Figure 1. Zoomed window (run 1).
Region (58, 91) to (108, 141) um. Cells in gray, sequential cells in the stronger gray; small squares are vias.
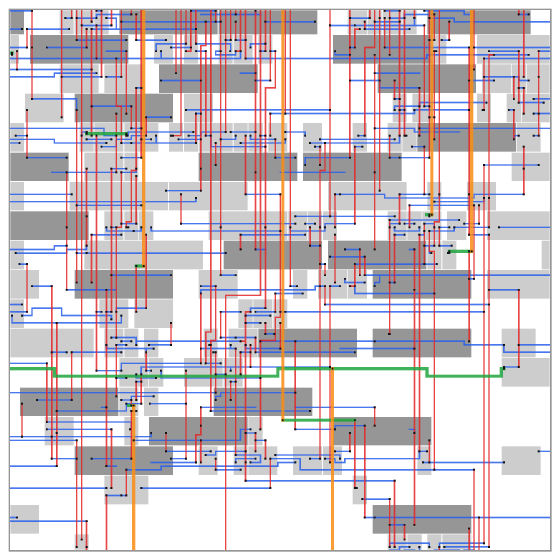
Figure 2. Cell sizes after repair (run 1).
Scale: 1.5 px per um.
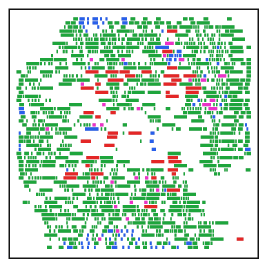
Figure 3. Supply network (run 1).
Scale: 3 px per um. Pins as bars on the die edge.
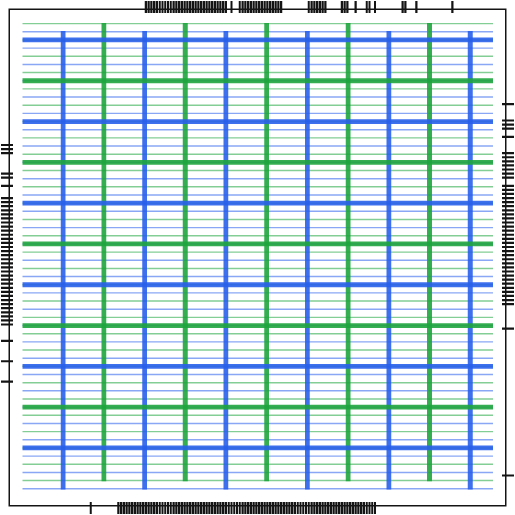
**src/rtl/memwb_skid_stage.sv**
```systemverilog
// MEM/WB pipeline stage: valid/ready handshake with a main + skid entry, write-back mux, $zero suppression, retire counter.
// Latency: 1 cycle input->output when not stalled; sustains one entry per cycle while OutReady=1.
// Backpressure: InReady (registered) drops once the skid entry fills and returns when the skid drains or on Flush.
//
// Ports:
//   Clk, Rst_n (async, active-low), Flush (sync, drops all held entries)
//   InValid/InReady     upstream handshake; WB[1]=RegWrite, WB[0]=MemToReg, ReadData, ALUResult, WriteRegister
//   OutValid/OutReady   write-back handshake; MemToRegOut, RegWriteOut, ReadDataOut, ALUResultOut, WriteRegisterOut
//   WriteDataOut        MemToRegOut ? ReadDataOut : ALUResultOut; debugWrite_data mirrors it
//   RetireCount         number of entries consumed downstream (wraps)
module memwb_skid_stage #(
  parameter int DATA_W    = 32,
  parameter int REG_AW    = 5,
  parameter int CNT_W     = 32,
  parameter int ZERO_SUPP = 1
) (
  input  logic              Clk,
  input  logic              Rst_n,
  input  logic              Flush,
  input  logic              InValid,
  output logic              InReady,
  input  logic [1:0]        WB,
  input  logic [DATA_W-1:0] ReadData,
  input  logic [DATA_W-1:0] ALUResult,
  input  logic [REG_AW-1:0] WriteRegister,
  output logic              OutValid,
  input  logic              OutReady,
  output logic              MemToRegOut,
  output logic              RegWriteOut,
  output logic [DATA_W-1:0] ReadDataOut,
  output logic [DATA_W-1:0] ALUResultOut,
  output logic [REG_AW-1:0] WriteRegisterOut,
  output logic [DATA_W-1:0] WriteDataOut,
  output logic [DATA_W-1:0] debugWrite_data,
  output logic [CNT_W-1:0]  RetireCount
);

  // Main entry drives the outputs; skid entry catches the one extra beat
  // that arrives while the registered InReady is still high during a stall.
  logic              main_v_q, main_v_d;
  logic [1:0]        main_wb_q, main_wb_d;
  logic [DATA_W-1:0] main_rd_q, main_rd_d;
  logic [DATA_W-1:0] main_alu_q, main_alu_d;
  logic [REG_AW-1:0] main_wr_q, main_wr_d;

  logic              skid_v_q, skid_v_d;
  logic [1:0]        skid_wb_q, skid_wb_d;
  logic [DATA_W-1:0] skid_rd_q, skid_rd_d;
  logic [DATA_W-1:0] skid_alu_q, skid_alu_d;
  logic [REG_AW-1:0] skid_wr_q, skid_wr_d;

  logic              in_ready_q, in_ready_d;
  logic [CNT_W-1:0]  cnt_q, cnt_d;

  logic accept;
  logic retire;
  logic main_free;
  logic dest_is_zero;

  assign accept    = InValid & in_ready_q;
  assign retire    = main_v_q & OutReady;
  assign main_free = ~main_v_q | OutReady;

  always_comb begin
    main_v_d   = main_v_q;
    main_wb_d  = main_wb_q;
    main_rd_d  = main_rd_q;
    main_alu_d = main_alu_q;
    main_wr_d  = main_wr_q;
    skid_v_d   = skid_v_q;
    skid_wb_d  = skid_wb_q;
    skid_rd_d  = skid_rd_q;
    skid_alu_d = skid_alu_q;
    skid_wr_d  = skid_wr_q;

    if (Flush) begin
      // Data registers keep stale contents; only the valid bits matter.
      main_v_d = 1'b0;
      skid_v_d = 1'b0;
    end else if (main_free && skid_v_q) begin
      // Skid holds the older entry, so it moves to main first; a new
      // beat (if any) takes the skid slot to preserve order.
      main_v_d   = 1'b1;
      main_wb_d  = skid_wb_q;
      main_rd_d  = skid_rd_q;
      main_alu_d = skid_alu_q;
      main_wr_d  = skid_wr_q;
      skid_v_d   = accept;
      if (accept) begin
        skid_wb_d  = WB;
        skid_rd_d  = ReadData;
        skid_alu_d = ALUResult;
        skid_wr_d  = WriteRegister;
      end
    end else if (main_free) begin
      main_v_d = accept;
      if (accept) begin
        main_wb_d  = WB;
        main_rd_d  = ReadData;
        main_alu_d = ALUResult;
        main_wr_d  = WriteRegister;
      end
    end else if (accept) begin
      skid_v_d   = 1'b1;
      skid_wb_d  = WB;
      skid_rd_d  = ReadData;
      skid_alu_d = ALUResult;
      skid_wr_d  = WriteRegister;
    end

    in_ready_d = ~skid_v_d;

    cnt_d = cnt_q;
    if (retire && !Flush) begin
      cnt_d = cnt_q + CNT_W'(1);
    end
  end

  always_ff @(posedge Clk or negedge Rst_n) begin
    if (!Rst_n) begin
      main_v_q   <= 1'b0;
      main_wb_q  <= '0;
      main_rd_q  <= '0;
      main_alu_q <= '0;
      main_wr_q  <= '0;
      skid_v_q   <= 1'b0;
      skid_wb_q  <= '0;
      skid_rd_q  <= '0;
      skid_alu_q <= '0;
      skid_wr_q  <= '0;
      in_ready_q <= 1'b1;
      cnt_q      <= '0;
    end else begin
      main_v_q   <= main_v_d;
      main_wb_q  <= main_wb_d;
      main_rd_q  <= main_rd_d;
      main_alu_q <= main_alu_d;
      main_wr_q  <= main_wr_d;
      skid_v_q   <= skid_v_d;
      skid_wb_q  <= skid_wb_d;
      skid_rd_q  <= skid_rd_d;
      skid_alu_q <= skid_alu_d;
      skid_wr_q  <= skid_wr_d;
      in_ready_q <= in_ready_d;
      cnt_q      <= cnt_d;
    end
  end

  // Writes to $zero are architecturally discarded; drop the strobe here
  // so the register file never needs its own check.
  assign dest_is_zero = (ZERO_SUPP != 0) && (main_wr_q == '0);

  assign InReady          = in_ready_q;
  assign OutValid         = main_v_q;
  assign MemToRegOut      = main_wb_q[0];
  assign RegWriteOut      = main_wb_q[1] & main_v_q & ~dest_is_zero;
  assign ReadDataOut      = main_rd_q;
  assign ALUResultOut     = main_alu_q;
  assign WriteRegisterOut = main_wr_q;
  assign WriteDataOut     = main_wb_q[0] ? main_rd_q : main_alu_q;
  assign debugWrite_data  = WriteDataOut;
  assign RetireCount      = cnt_q;

endmodule

```
**config.mk**
```make
export PLATFORM = sky130hd
export DESIGN_NAME = memwb_skid_stage
export DESIGN_NICKNAME = d
export VERILOG_FILES = /design/src/rtl/memwb_skid_stage.sv
export SDC_FILE = /design/constraint.sdc
export NUM_CORES = 1
export LEC_CHECK = 0
export ABC_AREA = 1
export CORE_MARGIN = 4
export CORE_UTILIZATION = 35
export DETAILED_ROUTE_END_ITERATION = 8
export PLACE_DENSITY = 0.68
export SLEW_MARGIN = 20
export SYNTH_ARGS = -nofsm -noshare
export SYNTH_HDL_FRONTEND = slang
export SYNTH_SLANG_ARGS = --single-unit
```
**constraint.sdc**
```tcl
create_clock -name Clk -period 2.41 [get_ports Clk]
set_clock_uncertainty 0.1 [all_clocks]
set_input_delay 0.6025 -clock Clk [delete_from_list [all_inputs] [get_ports Clk]]
set_output_delay 0.6025 -clock Clk [all_outputs]
set_load 0.02 [all_outputs]
```
==> results.cfg, run 1 <==
; yosys + openroad results
[sta]
max_freq_mhz = 422.6
setup_viol = 0
drv_slew = 0
whs_ns = 0.0002907
rsz0062_at_grt = true
fin_crit_sh = 0.9818
slew_headroom = 0.4329

[power]
internal_power_w = 0.006585
total_power_w = 0.01008
p_sw_w = 0.003493
power_leader = sequential cells
p_leak_nw = 5.601
netSwitchingFraction = 0.3466
power_frac_clock = 0.285
pwr-share-seq = 0.401
seq_power_w = 0.00404
irDropWorstVdd_mv = 0.3823
pg_clk_w = 0.00287

[clocking]
numCtsBuffers = 17
clock_sinks = 177
cts_hold_buf = 0
clk_latency_ns = 0.42
cts_resized = 149
clk_pin_slew_ns = 0.07
root_buffer = clkbuf_16

[job]
warnings = 28

[routing]
wl_per_cell_um = 15.94
drt_iter0_drc = 520
drc = 0
vias = 7338
totalWireLength_mm = 25.12
ant_nets = 0
firstDrtPassIters = 5

[global_route]
grt_max_degree = 73
grtUsageTotal = 0.1854
grt-ovfl-total = 0
grt_pass1_wl_mm = 39.28
grt_pass1_vias = 7104

[final_layout]
n_antenna_cell = 0
instances_no_fill = 1576
final_cell_mix = nand2_1, clkdlybuf4s50_1, dfrtp_1
finalNetCount = 1317
layout_top_cell = nand2_1
final_util = 0.4813

[floorplan]
rows = 57
initial_core_util = 0.3548
die_x_um = 165.0
die_h_um = 165.0
core_mm2 = 0.02432
die_area_mm2 = 0.02723

[synthesis]
netlist_area_mm2 = 0.008630
yosys_warnings = 0
synthArstFlopShare = 1.000
avgSynthCellArea_um2 = 8.386
yosys_area_mm2 = 0.008630
top_cells_by_area = dfrtp_1, nand2_1, o21ai_1
ys_types = 33
yosys.cell_count.top_type = nand2_1
ys_cells = 1029
common_cells = nand2_1, dfrtp_1, inv_1
syn-num-nets = 1106
top_area_cell = dfrtp_1

[setup_path]
r2r_end = ReadDataOut[1]$_DFFE_PN0P_
reg2reg_setup_slack_ns = 0.64
cp.required_ns = 1.71
arrival_ns = 1.66
crit_fanout = 24
cp-endpoint = debugWrite_data[13]
crit_path_end_kind = output pin
worst-r2r-cell-count = 4
start_kind = flip-flop

[place]
hpwlAfterDp_mm = 18.35
gp_congestion = 0.8537
port_buffers = 244
dp_slack_ns = -0.06019
dpl.cell_count = 1545
post_dp_cell_area_mm2 = 0.01129

[outcome]
status = finished, final reports clean
-- Figure 1 (at the start) --
Red shows met2. Green shows met3. Blue shows met1. Orange shows met4.
Netlist names of flops here include `skid_alu_q` (8), `ALUResultOut` (5), `skid_wr_q` (4). 134 logic cells have their middle in the window. Most frequent: nand2_1 (29), dfrtp_1 (24), inv_1 (19). Sequential cells in the window: 25.

-- Figure 2 (at the start) --
Blue shows drive 2, cells 82, share 6.5%. Red shows drive 6 and up, cells 43, share 3.4%. Green shows drive 1 or less, cells 1100, share 88%. Magenta shows drive 3 to 4, cells 27, share 2.2%.
Area Growth Syn to Fin: 35.64%
post-route setup slack: 0.04390 ns

-- Figure 3 (at the start) --
Blue shows VSS. Green shows VDD.
245 signal pins sit on the boundary. 11 straps on met5. 58 met1 rails follow the rows. The core has 57 rows. 11 straps on met4.

==> run 1: logic make-up after synthesis <==
group | share of synthesized area
and+or+nand+nor | 0.1763
xor gates and xnor gates | 0.02131
DFF | 0.5134
buffers and inverters | 0.1322
adders and majority gates | 0.001450
AOI/OAI and AO/OA | 0.1553
==> run 1: area by class of cell <==
type | count | area, um2
Sequential cell | 177 | 4432
Multi-Input combinational cell | 629 | 3073
Inverter | 139 | 529.3
Clock inverter | 14 | 177.7
Timing Repair Buffer | 276 | 2663
Clock buffer | 17 | 425.4
Tap cell | 324 | 405.4
Fill cell | 2372 | 12610
==> run 1: routing by layer <==
metal,track usage,share of wire
met3,0.03519,0.039
met5,0,0
met2,0.2877,0.46
met4,0.06352,0.027
met1,0.2605,0.47
==> run 1: how the worst min path moves through the flow <==
| stage | start | endpoint | slack (ns) | cells after the start |
|---|---|---|---|---|
| CTS | Rst_n | ALUResultOut[14]$_DFFE_PN0P_ | 0.009 | 1 |
| detailed placement | skid_wb_q[1]$_DFFE_PN0P_ | skid_wb_q[1]$_DFFE_PN0P_ | 0.36 | 2 |
| global placement | skid_wb_q[1]$_DFFE_PN0P_ | skid_wb_q[1]$_DFFE_PN0P_ | 0.36 | 2 |
| global route | Rst_n | ALUResultOut[14]$_DFFE_PN0P_ | 0.01 | 1 |
| finish | Rst_n | skid_alu_q[14]$_DFFE_PN0P_ | 0.0003 | 1 |
| floorplan | Rst_n | ALUResultOut[0]$_DFFE_PN0P_ | 0.21 | 0 |
==> run 1: critical path: stages (launching register included) <==
cell and delay (ns):
dfrtp_2 0.48, buf_12 0.18, o21ai_0 0.17, buf_4 0.16, clkdlybuf4s15_2 0.25
## Run 2: what changed since run 1
--- a/config.mk
+++ b/config.mk
@@ -6,6 +6,7 @@
 export NUM_CORES = 1
 export LEC_CHECK = 0
 export ABC_AREA = 1
+export CAP_MARGIN = 20
 export CORE_MARGIN = 4
 export CORE_UTILIZATION = 35
 export DETAILED_ROUTE_END_ITERATION = 8
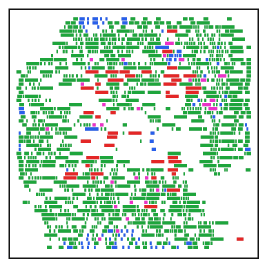
Figure 4: run 2, cell sizes after repair.
Scale: 1.5 px per um.
Green shows drive 1 or less, cells 1100, share 88%. Blue shows drive 2, cells 82, share 6.5%. Red shows drive 6 and up, cells 43, share 3.4%. Magenta shows drive 3 to 4, cells 27, share 2.2%.

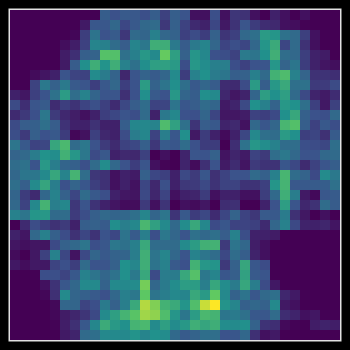
Figure 5: run 2, routed metal per tile.
Scale: 2 px per um. 33 x 33 tiles, from dark purple (low) to yellow (high), scaled to the fullest tile. Values are wire area over tile area, all layers added.
The mean over all tiles is 0.14. The fullest tile reaches 0.56. 14% of the tiles are nearly empty. The emptiest ninth of the die: south-east. 10% of the tiles are over half the peak. The densest ninth of the die: south.

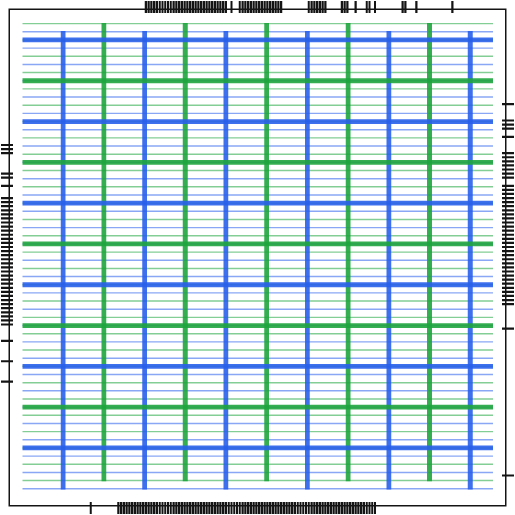
Figure 6: run 2, supply network.
Scale: 3 px per um. Pins as bars on the die edge.
Green shows VDD. Blue shows VSS.
58 met1 rails follow the rows. 11 straps on met5. The core has 57 rows. 245 signal pins sit on the boundary. 11 straps on met4.
peak supply drop: 0.3823 mV
die width: 165.0 um
Core ar.: 0.02432 mm2
Die Y: 165.0 um

==> run 2 against run 1 <==
Die size is the same. Final area is the same. Sequential power is essentially flat. Total power is the same. Synthesized area is the same. Utilization is the same. Non-clock buffer count is the same. Via count is the same. Worst hold slack is the same. Clock power is essentially flat. Register-to-register slack is essentially flat. Fmax is the same.
==> results.cfg, run 2 <==
; yosys + openroad results
[synthesis]
top_area_cell = dfrtp_1
yosys_warnings = 0
common_cells = nand2_1, dfrtp_1, inv_1
syn-num-nets = 1106
top_cells_by_area = dfrtp_1, nand2_1, o21ai_1
synthArstFlopShare = 1.000
yosys_area_mm2 = 0.008630

[routing]
wl_per_cell_um = 15.94
ant_nets = 0
vias = 7338
drc = 0
totalWireLength_mm = 25.12
routed.top_layer = met4
wl_met2_mm = 11.55
drt_iter0_drc = 520
drt-met1-wl_mm = 11.91

[setup_path]
reg2reg_setup_slack_ns = 0.64
cp.required_ns = 1.71
crit_path_end_kind = output pin
crit_fanout = 24
crit_slowest_cell = dfrtp_2
start_kind = flip-flop
cp_num_buf_inv = 3

[sta]
max_freq_mhz = 422.6
setup_viol = 0
rsz0062_at_grt = true

[global_route]
grt_pass1_vias = 7104
grtUsageMet3 = 0.03519
grt_max_degree = 73

[clocking]
cts_resized = 149
numCtsBuffers = 17
clk_pin_slew_ns = 0.07
clk_latency_ns = 0.42
cts_hold_buf = 0

[floorplan]
die_area_mm2 = 0.02723
rows = 57
initial_core_util = 0.3548

[job]
warnings = 28

[final_layout]
instances_no_fill = 1576
finalNetCount = 1317
n_antenna_cell = 0

[place]
hpwlAfterDp_mm = 18.35
port_buffers = 244

[power]
p_leak_nw = 5.601

[outcome]
status = finished, final reports clean
-- run 2: cell counts after synthesis --
Identical to the previous run, type by type.
-- run 2: final cells by class --
type                            instances  area, um2
Inverter                              139      529.3
Tap cell                              324      405.4
Sequential cell                       177       4432
Clock inverter                         14      177.7
Fill cell                            2372      12610
Multi-Input combinational cell        629       3073
Timing Repair Buffer                  276       2663
Clock buffer                           17      425.4
-- run 2: metrics by stage --
step                total power [W]  hold WS, ns  setup WS, ns  instance area, um2
global placement           0.007422       0.3588      -0.08105               11290
floorplan                  0.005829       0.2069       0.05535                8630
finish                      0.01008    0.0002907       0.04390               11710
detailed placement         0.007487       0.3639      -0.06019               11290
CTS                         0.01024     0.009168     -0.008696               11880
global route                0.01064      0.01469      -0.04904               11710
-- run 2: cells by family (layout without fill, tap and decap cells) --
| group | count (synthesis) | after routing | share of synthesized area |
|---|---|---|---|
| simple gates | 359 | 359 | 0.1763 |
| compound gates | 248 | 248 | 0.1553 |
| buf+inv | 223 | 446 | 0.1322 |
| flops | 177 | 177 | 0.5134 |
| xor+xnor | 21 | 21 | 0.02131 |
| fa+ha+maj | 1 | 1 | 0.001450 |
-- run 2: final timing paths --
check | end | cells after the start
max in group asynchronous | InReady$_DFF_PN1_ | 2
setup reg to reg | ReadDataOut[1]$_DFFE_PN0P_ | 4
setup / recovery | debugWrite_data[13] | 4
hold reg to reg | skid_wb_q[1]$_DFFE_PN0P_ | 2
min in group Clk | skid_wb_q[1]$_DFFE_PN0P_ | 2
hold / removal | skid_alu_q[14]$_DFFE_PN0P_ | 1
-- run 2: power by group --
group	switching, W	internal, W	total (W)
combinational	0.00183	0.00133	0.00317
clock	0.00122	0.00165	0.00287
sequential	0.000435	0.00360	0.00404
total	0.00349	0.00658	0.0101
## Run 3: what changed since run 2
--- a/config.mk
+++ b/config.mk
@@ -11,7 +11,7 @@
 export CORE_UTILIZATION = 35
 export DETAILED_ROUTE_END_ITERATION = 8
 export PLACE_DENSITY = 0.68
-export SLEW_MARGIN = 20
+export SLEW_MARGIN = 30
 export SYNTH_ARGS = -nofsm -noshare
 export SYNTH_HDL_FRONTEND = slang
 export SYNTH_SLANG_ARGS = --single-unit
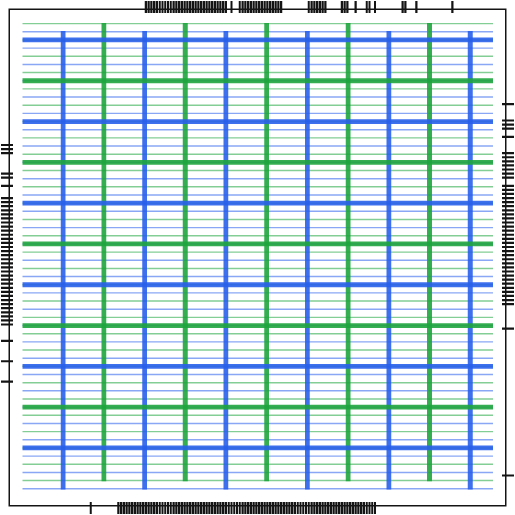
Figure 7: run 3, supply network.
Scale: 3 px per um. Pins as bars on the die edge.
Green shows VDD. Blue shows VSS.
11 straps on met4. 245 signal pins sit on the boundary. 58 met1 rails follow the rows. The core has 57 rows.

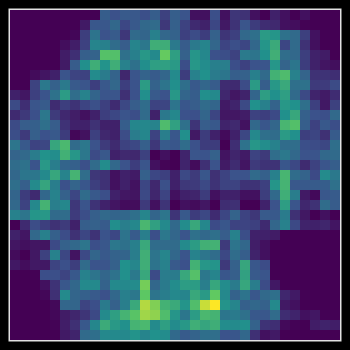
Figure 8: run 3, routed metal per tile.
Scale: 2 px per um. 33 x 33 tiles, from dark purple (low) to yellow (high), scaled to the fullest tile. Values are wire area over tile area, all layers added.
The densest ninth of the die: south. 14% of the tiles are nearly empty. The emptiest ninth of the die: south-east. The fullest tile reaches 0.56. The mean over all tiles is 0.14.
average wire per standard cell: 15.94 um
final WL: 25.12 mm
vias: 7338
gr usage total: 0.1854

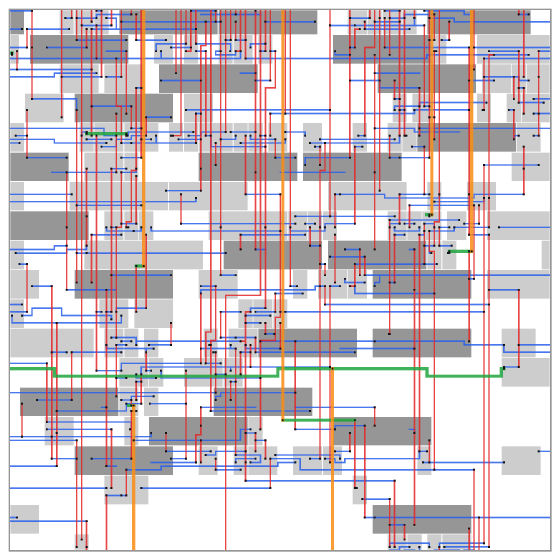
Figure 9: run 3, zoomed window.
Region (58, 91) to (108, 141) um. Cells in gray, sequential cells in the stronger gray; small squares are vias.
Green shows met3. Orange shows met4. Blue shows met1. Red shows met2.
134 logic cells have their middle in the window. Sequential cells in the window: 25. Netlist names of flops here include `skid_alu_q` (8), `ALUResultOut` (5), `skid_wr_q` (4). Most frequent: nand2_1 (29), dfrtp_1 (24), inv_1 (19).

==> run 3 against run 2 <==
Sequential cell count stayed put. Cell count unchanged. Die size unchanged. Critical path type unchanged.
==> results.cfg, run 3 <==
; yosys + openroad results
[setup_path]
crit_fanout = 24
arrival_ns = 1.66
reg2reg_setup_slack_ns = 0.64
crit_path_end_kind = output pin
cp.required_ns = 1.71

[global_route]
grt_max_degree = 73
grt.busiest_layer = met2
gr-usage-met1 = 0.2605
grt_pass1_wl_mm = 39.28
grt_pass1_vias = 7104

[synthesis]
yosys.cell_count.top_type = nand2_1
yosys_area_mm2 = 0.008630
avgSynthCellArea_um2 = 8.386
top_area_cell = dfrtp_1

[final_layout]
nFillCells = 2372
design_area_mm2 = 0.01171
syn2layout_area_growth_pct = 35.64
layout_top_cell = nand2_1
n_antenna_cell = 0

[place]
gp_congestion = 0.8537
dp_slack_ns = -0.06019
post_dp_cell_area_mm2 = 0.01129

[sta]
max_freq_mhz = 422.6
slew_headroom = 0.4329
fin_crit_sh = 0.9818
layout_setup_ws_ns = 0.04390

[floorplan]
die_h_um = 165.0
die_x_um = 165.0
core_mm2 = 0.02432

[clocking]
cts_hold_buf = 0
clk_pin_slew_ns = 0.07
numCtsBuffers = 17
clk_latency_ns = 0.42

[routing]
ant_nets = 0
routed.top_layer = met4

[power]
total_power_w = 0.01008
pg_clk_w = 0.00287
seq_power_w = 0.00404
internal_power_w = 0.006585
netSwitchingFraction = 0.3466

[outcome]
status = finished, final reports clean

[job]
warnings = 28
==> run 3: what timing repair did <==
action / in CTS / in global routing
setup buffers: 0 / 0
setup endpoints to repair: 66 / 57
resized: 149 / 94
==> run 3: cell families (layout without fill, tap and decap cells) <==
logic type                 Yosys count  in the layout  share of synthesized area
adders and majority gates            1              1                   0.001450
AOI/OAI and AO/OA                  248            248                     0.1553
DFF                                177            177                     0.5134
xor gates and xnor gates            21             21                    0.02131
and+or+nand+nor                    359            359                     0.1763
buffers and inverters              223            446                     0.1322
==> run 3: path summary, 6_finish.rpt <==
path / from / endpoint / cells after the start
hold reg to reg: skid_wb_q[1]$_DFFE_PN0P_ / skid_wb_q[1]$_DFFE_PN0P_ / 2
max in group asynchronous: Rst_n / InReady$_DFF_PN1_ / 2
min in group Clk: skid_wb_q[1]$_DFFE_PN0P_ / skid_wb_q[1]$_DFFE_PN0P_ / 2
setup / recovery: main_wb_q[0]$_DFFE_PN0P_ / debugWrite_data[13] / 4
setup reg to reg: skid_v_q$_DFF_PN0_ / ReadDataOut[1]$_DFFE_PN0P_ / 4
hold / removal: Rst_n / skid_alu_q[14]$_DFFE_PN0P_ / 1
==> run 3: layout make-up <==
| cell class | count | area [um2] | share of cell area |
|---|---|---|---|
| Sequential cell | 177 | 4432 | 0.3786 |
| Timing Repair Buffer | 276 | 2663 | 0.2275 |
| Tap cell | 324 | 405.4 | 0.03463 |
| Clock inverter | 14 | 177.7 | 0.01518 |
| Inverter | 139 | 529.3 | 0.04522 |
| Clock buffer | 17 | 425.4 | 0.03634 |
| Multi-Input combinational cell | 629 | 3073 | 0.2625 |
Power figures rest on the tool's default switching activity, not on a simulated workload.
